--- src/rtl/f_pcgen_pkg.sv ---
// Shared widths, BTB direction-counter encodings and counter helpers for
// the fetch-stage PC generator.
package f_pcgen_pkg;

    localparam int PC_W  = 13;
    localparam int IDX_W = 4;
    localparam int TAG_W = PC_W - IDX_W;
    localparam int BTB_N = 1 << IDX_W;

    typedef enum logic [1:0] {
        CTR_SNT = 2'b00,
        CTR_WNT = 2'b01,
        CTR_WT  = 2'b10,
        CTR_ST  = 2'b11
    } ctr_e;

    localparam ctr_e CTR_RST = CTR_WNT;

    function automatic ctr_e ctr_inc(input ctr_e c);
        case (c)
            CTR_SNT: ctr_inc = CTR_WNT;
            CTR_WNT: ctr_inc = CTR_WT;
            default: ctr_inc = CTR_ST;
        endcase
    endfunction

    function automatic ctr_e ctr_dec(input ctr_e c);
        case (c)
            CTR_ST:  ctr_dec = CTR_WT;
            CTR_WT:  ctr_dec = CTR_WNT;
            default: ctr_dec = CTR_SNT;
        endcase
    endfunction

endpackage

--- src/rtl/f_pcgen_btb.sv ---
// Direct-mapped branch target buffer: combinational read on the fetch PC,
// one training write per cycle with saturating 2-bit direction counters.
import f_pcgen_pkg::*;

module f_btb (
    input  logic            clk,
    input  logic            rst_n,
    input  logic [PC_W-1:0] rd_pc,
    output logic            rd_hit,
    output logic [PC_W-1:0] rd_target,
    output ctr_e            rd_ctr,
    input  logic            wr_valid,
    input  logic [PC_W-1:0] wr_pc,
    input  logic [PC_W-1:0] wr_target,
    input  logic            wr_taken
);

    logic            valid_q  [BTB_N];
    logic            valid_d  [BTB_N];
    logic [TAG_W-1:0] tag_q   [BTB_N];
    logic [TAG_W-1:0] tag_d   [BTB_N];
    logic [PC_W-1:0] target_q [BTB_N];
    logic [PC_W-1:0] target_d [BTB_N];
    ctr_e            ctr_q    [BTB_N];
    ctr_e            ctr_d    [BTB_N];

    logic [IDX_W-1:0] rd_idx;
    logic [TAG_W-1:0] rd_tag;
    logic [IDX_W-1:0] wr_idx;
    logic [TAG_W-1:0] wr_tag;
    logic             wr_hit;

    always_comb begin
        rd_idx    = rd_pc[IDX_W-1:0];
        rd_tag    = rd_pc[PC_W-1:IDX_W];
        rd_hit    = valid_q[rd_idx] && (tag_q[rd_idx] == rd_tag);
        rd_target = target_q[rd_idx];
        rd_ctr    = ctr_q[rd_idx];
    end

    always_comb begin
        valid_d  = valid_q;
        tag_d    = tag_q;
        target_d = target_q;
        ctr_d    = ctr_q;
        wr_idx   = wr_pc[IDX_W-1:0];
        wr_tag   = wr_pc[PC_W-1:IDX_W];
        wr_hit   = valid_q[wr_idx] && (tag_q[wr_idx] == wr_tag);
        if (wr_valid) begin
            if (wr_taken) begin
                target_d[wr_idx] = wr_target;
                if (wr_hit) begin
                    ctr_d[wr_idx] = ctr_inc(ctr_q[wr_idx]);
                end else begin
                    // A taken miss evicts whatever aliased into this slot.
                    valid_d[wr_idx] = 1'b1;
                    tag_d[wr_idx]   = wr_tag;
                    ctr_d[wr_idx]   = CTR_WT;
                end
            end else if (wr_hit) begin
                ctr_d[wr_idx] = ctr_dec(ctr_q[wr_idx]);
            end
        end
    end

    always_ff @(posedge clk) begin
        tag_q    <= tag_d;
        target_q <= target_d;
        if (!rst_n) begin
            for (int i = 0; i < BTB_N; i++) begin
                valid_q[i] <= 1'b0;
                ctr_q[i]   <= CTR_RST;
            end
        end else begin
            valid_q <= valid_d;
            ctr_q   <= ctr_d;
        end
    end

endmodule

--- src/rtl/f_pcgen.sv ---
// Fetch PC register with BTB-based next-PC prediction; execute and decode
// redirects override the prediction, stall holds the PC.
import f_pcgen_pkg::*;

module f_pcgen (
    input  logic            clk,
    input  logic            rst_n,
    input  logic            stall,
    input  logic            d_redirect,
    input  logic [PC_W-1:0] d_nextpc,
    input  logic            e_redirect,
    input  logic [PC_W-1:0] e_nextpc,
    input  logic            upd_valid,
    input  logic [PC_W-1:0] upd_pc,
    input  logic [PC_W-1:0] upd_target,
    input  logic            upd_taken,
    output logic [PC_W-1:0] pc,
    output logic [PC_W-1:0] pc_predicted,
    output logic            pred_taken
);

    logic [PC_W-1:0] pc_q;
    logic [PC_W-1:0] pc_d;
    logic [PC_W-1:0] pc_inc;
    logic            btb_hit;
    logic [PC_W-1:0] btb_target;
    ctr_e            btb_ctr;

    f_btb u_btb (
        .clk       (clk),
        .rst_n     (rst_n),
        .rd_pc     (pc_q),
        .rd_hit    (btb_hit),
        .rd_target (btb_target),
        .rd_ctr    (btb_ctr),
        .wr_valid  (upd_valid),
        .wr_pc     (upd_pc),
        .wr_target (upd_target),
        .wr_taken  (upd_taken)
    );

    always_comb begin
        pc_inc       = pc_q + PC_W'(1);
        pred_taken   = btb_hit && btb_ctr[1];
        pc_predicted = pred_taken ? btb_target : pc_inc;
        // Execute holds the older instruction, so it outranks decode.
        if (e_redirect) begin
            pc_d = e_nextpc;
        end else if (d_redirect) begin
            pc_d = d_nextpc;
        end else if (stall) begin
            pc_d = pc_q;
        end else begin
            pc_d = pc_predicted;
        end
    end

    always_ff @(posedge clk) begin
        if (!rst_n) begin
            pc_q <= '0;
        end else begin
            pc_q <= pc_d;
        end
    end

    assign pc = pc_q;

endmodule

--- config.mk ---
export PLATFORM = sky130hd
export DESIGN_NAME = f_pcgen
export DESIGN_NICKNAME = d
export VERILOG_FILES = /design/src/rtl/f_pcgen_pkg.sv /design/src/rtl/f_pcgen_btb.sv /design/src/rtl/f_pcgen.sv
export SDC_FILE = /design/constraint.sdc
export NUM_CORES = 1
export LEC_CHECK = 0
export ABC_CLOCK_PERIOD_IN_PS = 8000
export CAP_MARGIN = 20
export CORE_MARGIN = 2
export CORE_UTILIZATION = 45
export CTS_BUF_LIST = sky130_fd_sc_hd__clkbuf_8 sky130_fd_sc_hd__clkbuf_16
export DETAILED_ROUTE_END_ITERATION = 12
export GPL_TIMING_DRIVEN = 1
export HOLD_SLACK_MARGIN = 0.08
export PLACE_DENSITY = 0.68
export SYNTH_ARGS = -nofsm -noshare
export SYNTH_HDL_FRONTEND = slang
export SYNTH_SLANG_ARGS = --single-unit
--- constraint.sdc ---
create_clock -name clk -period 8 [get_ports clk]
set_clock_uncertainty 0.05 [all_clocks]
set_input_delay 1.6 -clock clk [delete_from_list [all_inputs] [get_ports clk]]
set_output_delay 1.6 -clock clk [all_outputs]
set_load 0.01 [all_outputs]
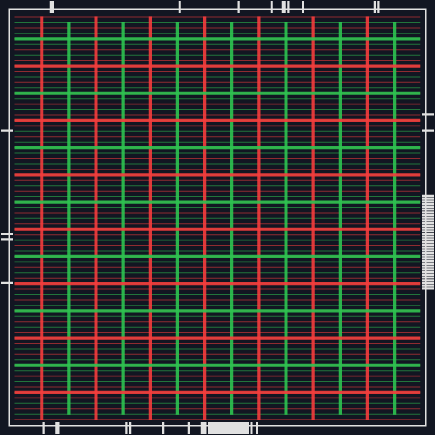
Figure 1: run 1, supply network.
(2 px per µm) Pins as bars on the die edge.
VDD: shown in green. VSS: shown in red.
The core has 74 rows. 14 straps on met5. 75 met1 rails follow the rows. 14 straps on met4.

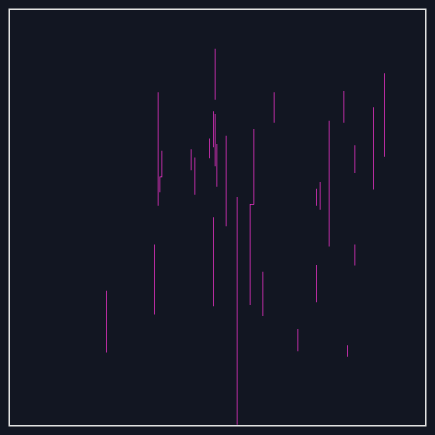
Figure 2: run 1, M4 wires.
(2 px per µm)
The layer holds 1.7% of the routed length. The layer carries 841 µm of wire. The longest straight run is 114 µm.

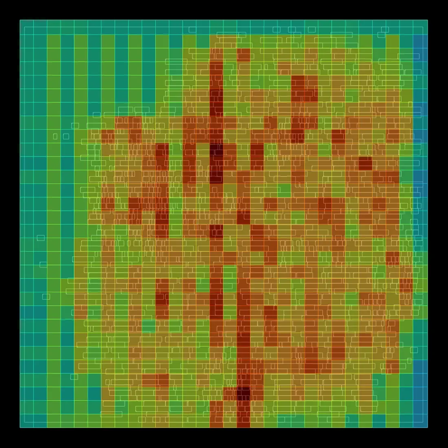
Figure 3: run 1, routing congestion.
GR peak layer: met2
Total GRT Usage: 0.2249

==> flow_summary.yaml, run 1 <==
# flow metrics
outcome:
  status: "finished clean"
logic_synthesis:
  synth_seq_share: 0.6325
  yosys_cells: 1135
  top_cells_by_count: "edfxtp_1 (352), mux4_2 (147), nor2_1 (69)"
  flop_cell: "edfxtp_1"
  top_cell: "edfxtp_1"
  ys_ff: 413
  yosysWarnings: 0
  async_flop_share: 0
  synth_area_leader_cell: "edfxtp_1"
  syn_area_per_cell_um2: 16.42
  netlist_area_um2: 18640
  synthDistinctLibCells: 63
  top_cells_by_area: "edfxtp_1 (57%), mux4_2 (18%), dfxtp_1 (6.6%)"
  ys_chip_area_um2: 18640
  fp_nets: 1195
hold_path:
  hp-class: "reg2reg"
global_routing:
  grt-ovfl-total: 0
  grt_max_degree: 60
  antenna_found_initial: 0
  grt_pass1_vias: 11210
setup_path:
  worst-path-buf-inv: 2
  worst_path_max_delay_cell: "dfxtp_2"
  crit_fanout: 35
  crit_chain: "mux4_2 > mux2_2 > or2_1 > a221oi_1 > nor2_1 > nor4_4 > buf_4 > mux2_2 > clkdlybuf4s50_1"
  cp.required_ps: 6350
  cp.arrival_ps: 4460
  crit_path_max_incr_delay_ps: 1030
  cp_common_cell: "mux2_2"
placed_design:
  gp_congestion: 0.8517
  hpwl_um: 30050
  placed_area_um2: 20160
run:
  cap_violations: 0
cells_and_area:
  area_delta_synth_final_pct: 15.57
  fin_area_um2: 21540
  drive_gt1_frac: 0.2286
  regArea_um2: 11800
  fin_util: 0.5276
  logic_area_um2: 6439
timing:
  grt_setup_unrepaired: "no"
  max_freq_ghz: 0.1636
  slew_viol_final: 0
  slew_headroom: 0.2938
  timing.setup.tns_ps: 0
  hold_viol: 0
  min_period_ps: 6111
  tightest_slew_ps: 1059
  fin_crit_sh: 0.7638
cts:
  clkLatencyLatePin_ps: 560
  post_cts_buffers: 0
  hold_buffers: 0
  tritoncts: "built"
  numClockSinks: 413
  cts-buffers-inserted: 44
drt:
  vias: 11160
  dr.first_iter.drc_count: 1170
  first_pass_iters: 6
  postRouteWirelength_um: 48250
pwr:
  p_leak_uw: 0.006936
  peakVddDrop_mv: 0.1349
die:
  die_h_um: 207.5
  core_um2: 40830
  num_rows: 74
  ios: 86
## run 1: state kept, by name, indices dropped and copies added, names as in the netlist
signal	count
u_btb.target_q	208
pc	13
u_btb.ctr_q	32
u_btb.valid_q	16
u_btb.tag_q	144
## run 1: cell families after synthesis
family | count (synthesis) | share of synthesized area
fa+ha+maj | 2 | 0.001208
simple gates | 220 | 0.05625
mux | 207 | 0.2108
xor+xnor | 34 | 0.01597
buf+inv | 91 | 0.02289
compound gates | 168 | 0.06034
flops | 413 | 0.6325
## run 1: layout make-up
cell class	count	area share
repair buffers	136	0.05634
multi-input cells	631	0.2989
clock inverters	38	0.01313
well taps	532	0.03090
inverters	11	0.001917
flip-flops and latches	413	0.5477
clock buffers	44	0.05111
## run 1: where the power goes
part	internal (µW)	total [µW]	leakage, µW	switching (µW)
Clock	1110	1950	0.000724	844
Combinational	209	429	0.00254	220
Sequential	2370	2410	0.00367	44.1
## run 1: path summary, 6_finish.rpt
check	from	end	slack [ps]	cells after the start
worst max-delay path	pc[2]	pc_predicted[9]	1890	9
worst min-delay path	u_btb.valid_q[8]	u_btb.valid_q[8]	440	1
worst max register to register	pc[2]	pc[10]	4170	10
worst min register to register	u_btb.valid_q[8]	u_btb.valid_q[8]	440	1
## run 1: through the flow
stage / setup WS (ps) / std cells / total power (µW)
2_1_floorplan: 3301 / 1135 / 2715
3_3_place_gp: 2317 / 1723 / 2880
3_5_place_dp: 2306 / 1723 / 2886
4_1_cts: 1858 / 1805 / 4818
5_1_grt: 1622 / 1805 / 4936
6_report: 1889 / 1805 / 4791
## run 1: layer usage
layer | up-vias | wire (µm) | GRT usage
met2 | 519 | 23720 | 0.3680
met4 | 0 | 840 | 0.05542
met3 | 61 | 4141 | 0.04281
met1 | 5772 | 19540 | 0.3133
li1 | 4804 | - | -
met5 | - | 0 | 0
## run 1: cell usage in the layout, fill, tap and decap left out, types with 4 or more instances in the layout
cell	count
edfxtp_1	352
mux4_2	147
clkdlybuf4s50_1	81
nor2_1	69
nand2_1	65
dfxtp_1	58
buf_4	51
a21oi_1	46
mux2i_1	45
clkbuf_16	44
nand3_1	24
inv_1	22
xnor2_1	21
o22ai_1	16
o32a_1	16
o21a_1	16
mux2_2	15
o21ai_0	15
nand2b_1	13
xor2_1	13
o21ai_1	12
a31oi_1	10
and3_1	9
clkinv_1	9
nor2b_1	8
nor3_1	8
a22o_1	7
clkinv_2	7
o211ai_1	5
nor3b_1	4
o221ai_1	4
buf_2	4
Figure 4. Placement density heat map (run 1).
(1.5 px per µm) The die is cut into 21 by 21 equal tiles; white is low, dark blue is high, 0 to 100% covered.
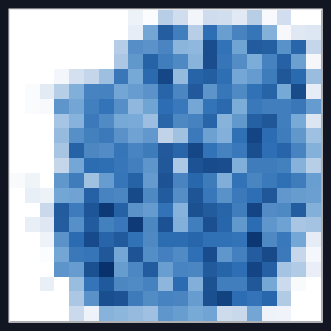

--- run 2 (diff from run 1) ---
- ABC_CLOCK_PERIOD_IN_PS: 8000 -> 6300
- clock period: 8 -> 6.3 ns (I/O delays scaled with it)
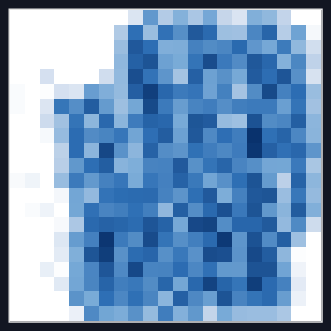
Figure 5: run 2, placement density heat map.
(1.5 px per µm) The die is cut into 21 by 21 equal tiles; white is low, dark blue is high, 0 to 100% covered.
22% of the tiles are over 75% full. The emptiest ninth of the die: upper left. The fullest tile reaches 99%. The mean over all tiles is 49%. 20% of the tiles are nearly empty.

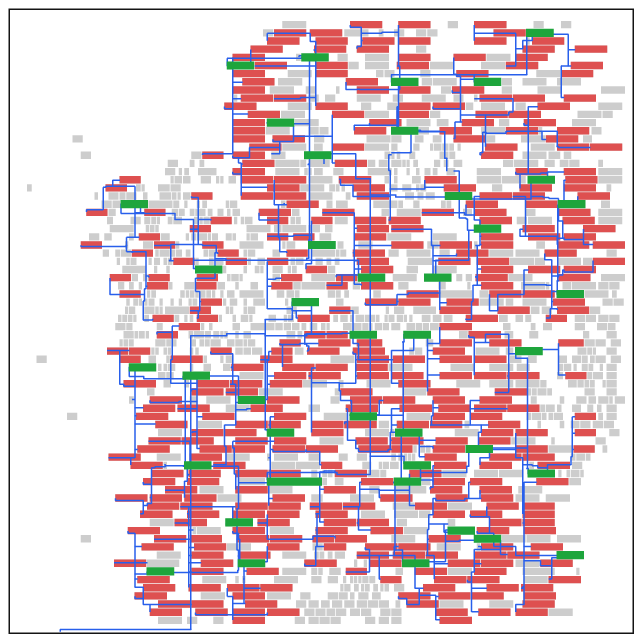
Figure 6: run 2, clock wires, drivers and flops.
(3 px per µm)
clock wires: shown in blue, length 4,630 µm. flip-flops: shown in red, count 413. clock drivers: shown in green, count 42.
There are 43 routed clock nets.

==> run 2 against run 1 <==
  * Final area about the same
  * Die area unchanged
  * Sequential share of layout area about the same
  * Clock power up 27%
  * Area after synthesis unchanged
  * Setup slack worse by 1400 ps
  * Routed wire length up 0.26%
  * Cell count down 0.17%
  * Flip-flop count unchanged
  * Highest routed layer unchanged
  * Combinational power up 28%
  * Non-clock buffer count up 1
==> flow_summary.yaml, run 2 <==
# flow metrics
logic_synthesis:
  top_cell: "edfxtp_1"
  syn_inst: 1135
  synth_area_leader_cell: "edfxtp_1"
  fp_nets: 1195
  top_cells_by_area: "edfxtp_1 (57%), mux4_2 (18%), dfxtp_1 (6.6%)"
  flop_cell: "edfxtp_1"
  netlist_area_um2: 18640
  top_cells_by_count: "edfxtp_1 (352), mux4_2 (147), nor2_1 (69)"
  yosys_cells: 1135
  async_flop_share: 0
  synthDistinctLibCells: 63
  synth_seq_share: 0.6325
  yosysWarnings: 0
  ys_chip_area_um2: 18640
  ys_ff: 413
  syn_area_per_cell_um2: 16.42
  synth.top_cell.area_share: 0.5670
setup_path:
  crit_fanout: 43
  cp.required_ps: 4990
  cp-startpoint: "pc[0]"
  timing_worst_setup_path_type: "reg2out"
  crit_path_end_kind: "output port"
  cp.arrival_ps: 4480
  worstReg2RegStart: "pc[0]"
timing:
  slew_viol_final: 0
  timing.setup.tns_ps: 0
  hold_viol: 0
  slew_headroom: 0.2878
  fin_crit_sh: 0.9194
  grt_setup_unrepaired: "no"
  tightest_slew_ps: 1065
  min_period_ps: 5792
  max_freq_ghz: 0.1726
cts:
  post_cts_buffers: 0
  cts-buffers-inserted: 42
  clkLatencyLatePin_ps: 550
  hold_buffers: 0
  numClockSinks: 413
  tritoncts: "built"
drt:
  first_pass_iters: 5
  dr.first_iter.drc_count: 1427
  vias: 11250
  postRouteWirelength_um: 48370
pwr:
  p_seq_frac: 0.504
  peakVddDrop_mv: 0.1967
  power_frac_comb: 0.090
  p_leak_uw: 0.006932
  power.internal_uw: 4707
  post-layout-total-power_uw: 6076
  clkPwrFrac: 0.406
  switching_power_uw: 1369
  switching_share: 0.2253
cells_and_area:
  top_regs: "u_btb.target_q: 208 flops, u_btb.tag_q: 144 flops, u_btb.ctr_q: 32 flops"
  lay_top_cells: "edfxtp_1 (352), mux4_2 (147), clkdlybuf4s50_1 (81), nor2_1 (69), nand2_1 (65)"
  fin_nets: 1296
  layout.cells.most_common: "edfxtp_1"
  area_delta_synth_final_pct: 15.63
  fin_area_um2: 21550
  drive_gt1_frac: 0.2325
  largest_reg_flops: 208
  layoutNonFillerInstCount: 1802
  largest-register: "u_btb.target_q"
global_routing:
  track_usage: 0.2255
  antenna_found_initial: 1
  grt_pass1_vias: 11360
  grt-ovfl-total: 0
  grt_max_degree: 60
die:
  ios: 86
  die_h_um: 207.5
  num_rows: 74
  fp.dieW_um: 207.5
  core_um2: 40830
hold_path:
  hp-class: "reg2reg"
  hp-start: "u_btb.valid_q[14]"
placed_design:
  dpl.cell_count: 1724
  gp_congestion: 0.8503
  placed_area_um2: 20180
  hpwl_um: 30260
outcome:
  status: "finished clean"
run:
  cap_violations: 0
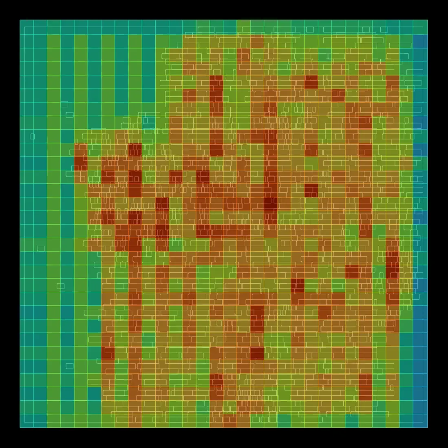
Figure 7: run 2, routing congestion.
Final Util: 0.5279
met2 GRT Util: 0.3568
GR Layer Usage met3: 0.03177

-- run 2: netlist changes by cell type in the layout (fill, tap and decap cells not counted), sizes merged --
cell / before / now
inv: 26 / 21
clkinv: 19 / 17
buf: 55 / 56
bufinv: 3 / 4
clkbuf: 44 / 45
diode: 0 / 1
-- run 2: through the flow --
step             util  setup slack [ps]
2_1_floorplan       -              1941
3_3_place_gp   0.4942              1006
3_5_place_dp   0.4942             999.0
4_1_cts        0.5278             415.5
5_1_grt        0.5278             268.4
6_report       0.5279             507.7
-- run 2: cells by family (layout without fill, tap and decap cells) --
group,Yosys count,in the layout,synth area share
xor+xnor,34,34,0.01597
fa+ha+maj,2,2,0.001208
mux,207,207,0.2108
other cells,0,1,0
compound gates,168,168,0.06034
buf+inv,91,225,0.02289
flops,413,413,0.6325
simple gates,220,220,0.05625
-- run 2: final cells by class --
type	count	area, µm²	area share
Clock inverter	32	269.0	0.01248
Sequential cell	413	11800	0.5475
Timing Repair Buffer	137	1234	0.05724
Tap cell	532	665.6	0.03088
Inverter	11	41.29	0.001916
Clock buffer	45	1104	0.05120
Multi-Input combinational cell	631	6439	0.2987
Antenna cell	1	2.502	0.0001161
-- run 2: worst max-delay path, stage by stage, from the launching register on --
cell and delay, ps:
dfxtp_4 800, mux4_2 620, xor2_1 200, a2111oi_0 440, a31oi_1 70, a2bb2oi_1 190, nor4_4 280, buf_4 330
mux2_2 420, clkdlybuf4s50_1 490
-- run 2: final timing paths --
kind                             to  slack [ps]  cells past startpoint
hold reg to reg   u_btb.valid_q[14]         450                      1
hold / removal    u_btb.valid_q[14]         450                      1
setup / recovery    pc_predicted[4]         510                      9
setup reg to reg             pc[10]        2400                      7
-- run 2: per-layer routing --
| metal | routed length, µm | share of wire | global-route usage |
|---|---|---|---|
| met1 | 20520 | 0.42 | 0.3306 |
| met2 | 23000 | 0.48 | 0.3568 |
| met3 | 3869 | 0.080 | 0.03177 |
| met4 | 982 | 0.020 | 0.06059 |
| met5 | 0 | 0 | 0 |
-- run 2: power groups by stage --
stage | sequential, µW | clock [µW] | combinational [µW]
2_1_floorplan | 3080 | 0 | 366
3_3_place_gp | 3120 | 0 | 541
3_5_place_dp | 3120 | 0 | 547
4_1_cts | 3060 | 2510 | 549
5_1_grt | 3070 | 2610 | 585
6_report | 3060 | 2470 | 547
Figure 8. M4 wires (run 2).
(2 px per µm)
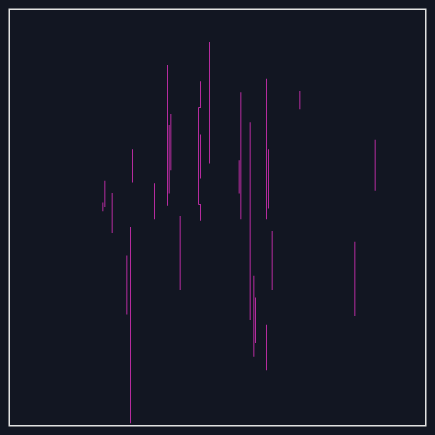

--- run 3 (diff from run 2) ---
- GPL_TIMING_DRIVEN: 1 -> 0
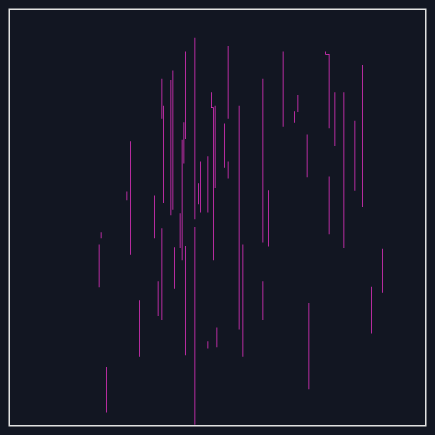
Figure 9: run 3, M4 wires.
(2 px per µm)
36 nets have wire on it. The wires run mostly vertical. The longest straight run is 112 µm. The layer carries 1,830 µm of wire.

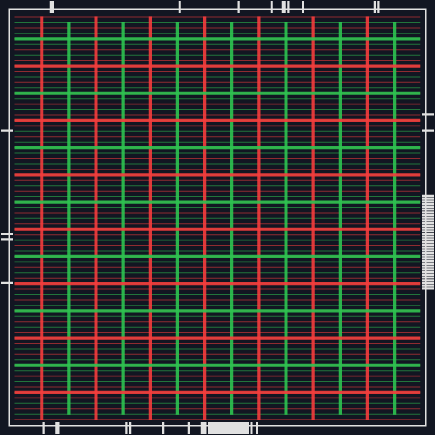
Figure 10: run 3, supply network.
(2 px per µm) Pins as bars on the die edge.
VSS: shown in red. VDD: shown in green.
75 met1 rails follow the rows. 86 signal pins sit on the boundary. 14 straps on met5. The core has 74 rows.

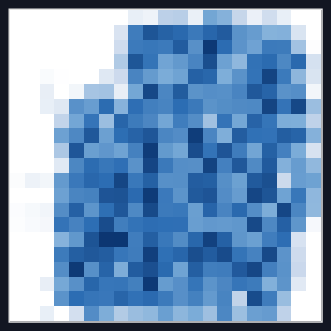
Figure 11: run 3, placement density heat map.
(1.5 px per µm) The die is cut into 21 by 21 equal tiles; white is low, dark blue is high, 0 to 100% covered.
The mean over all tiles is 49%. 23% of the tiles are over 75% full. The fullest tile reaches 98%. 20% of the tiles are nearly empty. The emptiest ninth of the die: upper left.

==> run 3 against run 2 <==
  * Die area unchanged
  * Clock power down 2%
  * First-iteration DRC count up 12%
  * Power down 0.35%
  * Register-to-register slack worse by 250 ps
  * Routed wire length up 7.5%
  * Critical path type unchanged
  * Highest routed layer is now met5
==> flow_summary.yaml, run 3 <==
# flow metrics
global_routing:
  grt_pass1_vias: 11660
  grt_pass1_wl_um: 76300
  grt-ovfl-total: 0
  grt_max_degree: 23
  antenna_found_initial: 3
  track_usage: 0.2409
pwr:
  clkPwrFrac: 0.397
  switching_share: 0.2315
  p_seq_frac: 0.501
  power_density_nw_per_um2: 276.8
  power.internal_uw: 4653
  p_leak_uw: 0.006996
  power_frac_comb: 0.102
  switching_power_uw: 1401
  peakVddDrop_mv: 0.1691
cts:
  post_cts_buffers: 0
  hold_buffers: 0
  numClockSinks: 413
  clk_pin_slew_ps: 60
  tritoncts: "built"
  htree_levels: 2
  cts-buffers-inserted: 41
  clockRootBuffer: "clkbuf_16"
  clk_path_buf_depth: 3
  clkLatencyLatePin_ps: 560
logic_synthesis:
  aoi_share: 0.06034
  async_flop_share: 0
  syn_area_per_cell_um2: 16.42
  synthDistinctLibCells: 63
  top_cell: "edfxtp_1"
  synthAdderAreaFrac: 0.001208
  flop_cell: "edfxtp_1"
  edf_count: 352
  synth_seq_share: 0.6325
  synth.top_cell.area_share: 0.5670
  yosysWarnings: 0
  fp_nets: 1195
  syn_inst: 1135
  mux_area_frac: 0.2108
  top_cells_by_area: "edfxtp_1 (57%), mux4_2 (18%), dfxtp_1 (6.6%)"
  synth-simple-area-share: 0.05625
  top_cells_by_count: "edfxtp_1 (352), mux4_2 (147), nor2_1 (69)"
  xor_area_frac: 0.01597
  yosys_cells: 1135
  ys_ff: 413
  logic_family: "multiplexers"
  netlist_area_um2: 18640
  synth_area_leader_cell: "edfxtp_1"
  ys_chip_area_um2: 18640
drt:
  postRouteAntennaNets: 0
  postRouteWirelength_um: 52010
  wire_per_inst_um: 28.19
  post-route-drc-count: 0
  vias: 11600
  viasPerCell: 6.289
  first_pass_iters: 7
  dr.first_iter.drc_count: 1593
die:
  die_area_um2: 43070
  fp.dieW_um: 207.5
  initCoreUtil: 0.4565
  core_um2: 40830
  num_rows: 74
  ios: 86
  die_h_um: 207.5
placed_design:
  place_ws_ps: 48.54
  hpwl_um: 35910
  gp_congestion: 0.8787
  io_buffers: 79
timing:
  slew_headroom: 0.2324
  slew_viol_final: 0
  setup_ws_ps: 178.9
  max_freq_ghz: 0.1634
  tightest_slew_ps: 1137
  grt_setup_unrepaired: "no"
  fin_crit_sh: 0.9716
  worst_hold_slack_ps: 445.3
  setup_violations: 0
  min_period_ps: 6121
  hold_viol: 0
  timing.setup.tns_ps: 0
run:
  cap_violations: 0
  openroad.warnings: 26
cells_and_area:
  lay_top_cells: "edfxtp_1 (352), mux4_2 (147), clkdlybuf4s50_1 (79), nand2_1 (65), dfxtp_1 (61)"
  logic_area_um2: 6500
  num-fill-cells: 3181
  drive_gt1_frac: 0.2494
  largest-register: "u_btb.target_q"
  layout.cells.most_common: "edfxtp_1"
  regArea_um2: 11790
  fin_util: 0.5357
  largest_reg_flops: 208
  fin_nets: 1339
  area_delta_synth_final_pct: 17.34
  top_regs: "u_btb.target_q: 208 flops, u_btb.tag_q: 144 flops, u_btb.ctr_q: 32 flops"
setup_path:
  crit_fanout: 10
  crit_path_end_kind: "output port"
  cp-start-kind: "register"
  timing_worst_setup_path_type: "reg2out"
  cp.required_ps: 4990
  cp.arrival_ps: 4810
hold_path:
  hp-class: "reg2reg"
outcome:
  status: "finished clean"
[run 3: cell counts after synthesis]
Identical to the previous run, type by type.
[run 3: area by class of cell]
class                      instances  share of cell area
buffer                            80             0.01916
inverter                          11            0.001888
sequential                       413              0.5390
tap                              532             0.03043
antenna                            2           0.0002288
clock buffer                      49             0.05194
clock inverter                    26            0.008980
multi-input combinational        631              0.2971
timing repair buffer             101             0.05119
[run 3: power by group through the flow]
stage | Clock, µW | Sequential, µW | Combinational [µW]
final | 2410 | 3030 | 616
after global routing | 2530 | 3030 | 655
after CTS | 2430 | 3030 | 610
after detailed placement | 0 | 3090 | 605
after global placement | 0 | 3090 | 593
after floorplan | 0 | 3080 | 366
[run 3: cells by family after synthesis]
kind of cell               after synthesis
AOI/OAI and AO/OA                      168
xor gates and xnor gates                34
adders and majority gates                2
buffers and inverters                   91
DFF                                    413
muxes                                  207
and+or+nand+nor                        220
[run 3: final timing paths]
kind	end	start	slack (ps)	cells past startpoint
worst min register to register	u_btb.valid_q[8]	u_btb.valid_q[8]	450	1
worst min-delay path	u_btb.valid_q[8]	u_btb.valid_q[8]	450	1
worst max register to register	pc[0]	pc[2]	2150	10
worst max-delay path	pc_predicted[7]	pc[2]	180	11
[run 3: stage by stage]
| step | std cells | power, µW | area [µm²] |
|---|---|---|---|
| after floorplan | 1135 | 3448 | 18640 |
| after global placement | 1746 | 3681 | 20100 |
| after detailed placement | 1767 | 3695 | 20480 |
| after CTS | 1842 | 6073 | 21840 |
| after global routing | 1843 | 6214 | 21870 |
| final | 1845 | 6054 | 21870 |
[run 3: timing repair]
action | in CTS | in global routing
pin swaps | 0 | 1
setup endpoints to repair | 14 | 9
endpoints found under the hold margin | 0 | 0
gates resized | 12 | 8
[run 3: worst max-delay path, stage by stage (launching register included)]
cell             delay (ps)
dfxtp_1                 570
buf_2                   390
buf_1                   650
mux2i_1                 520
xnor2_1                 230
nand4_1                 190
nor4_4                  350
buf_4                   280
buf_2                   240
nand2_1                  80
o21ai_1                 150
clkdlybuf4s50_1         580
[run 3: layer usage]
metal  share of wire  wire length, µm  track usage
met1            0.40            20560       0.3294
met5         0.00050               26            0
met3           0.095             4918      0.05113
met4           0.035             1828      0.08818
met2            0.47            24670       0.3837
Power and IR drop assume default switching activity.
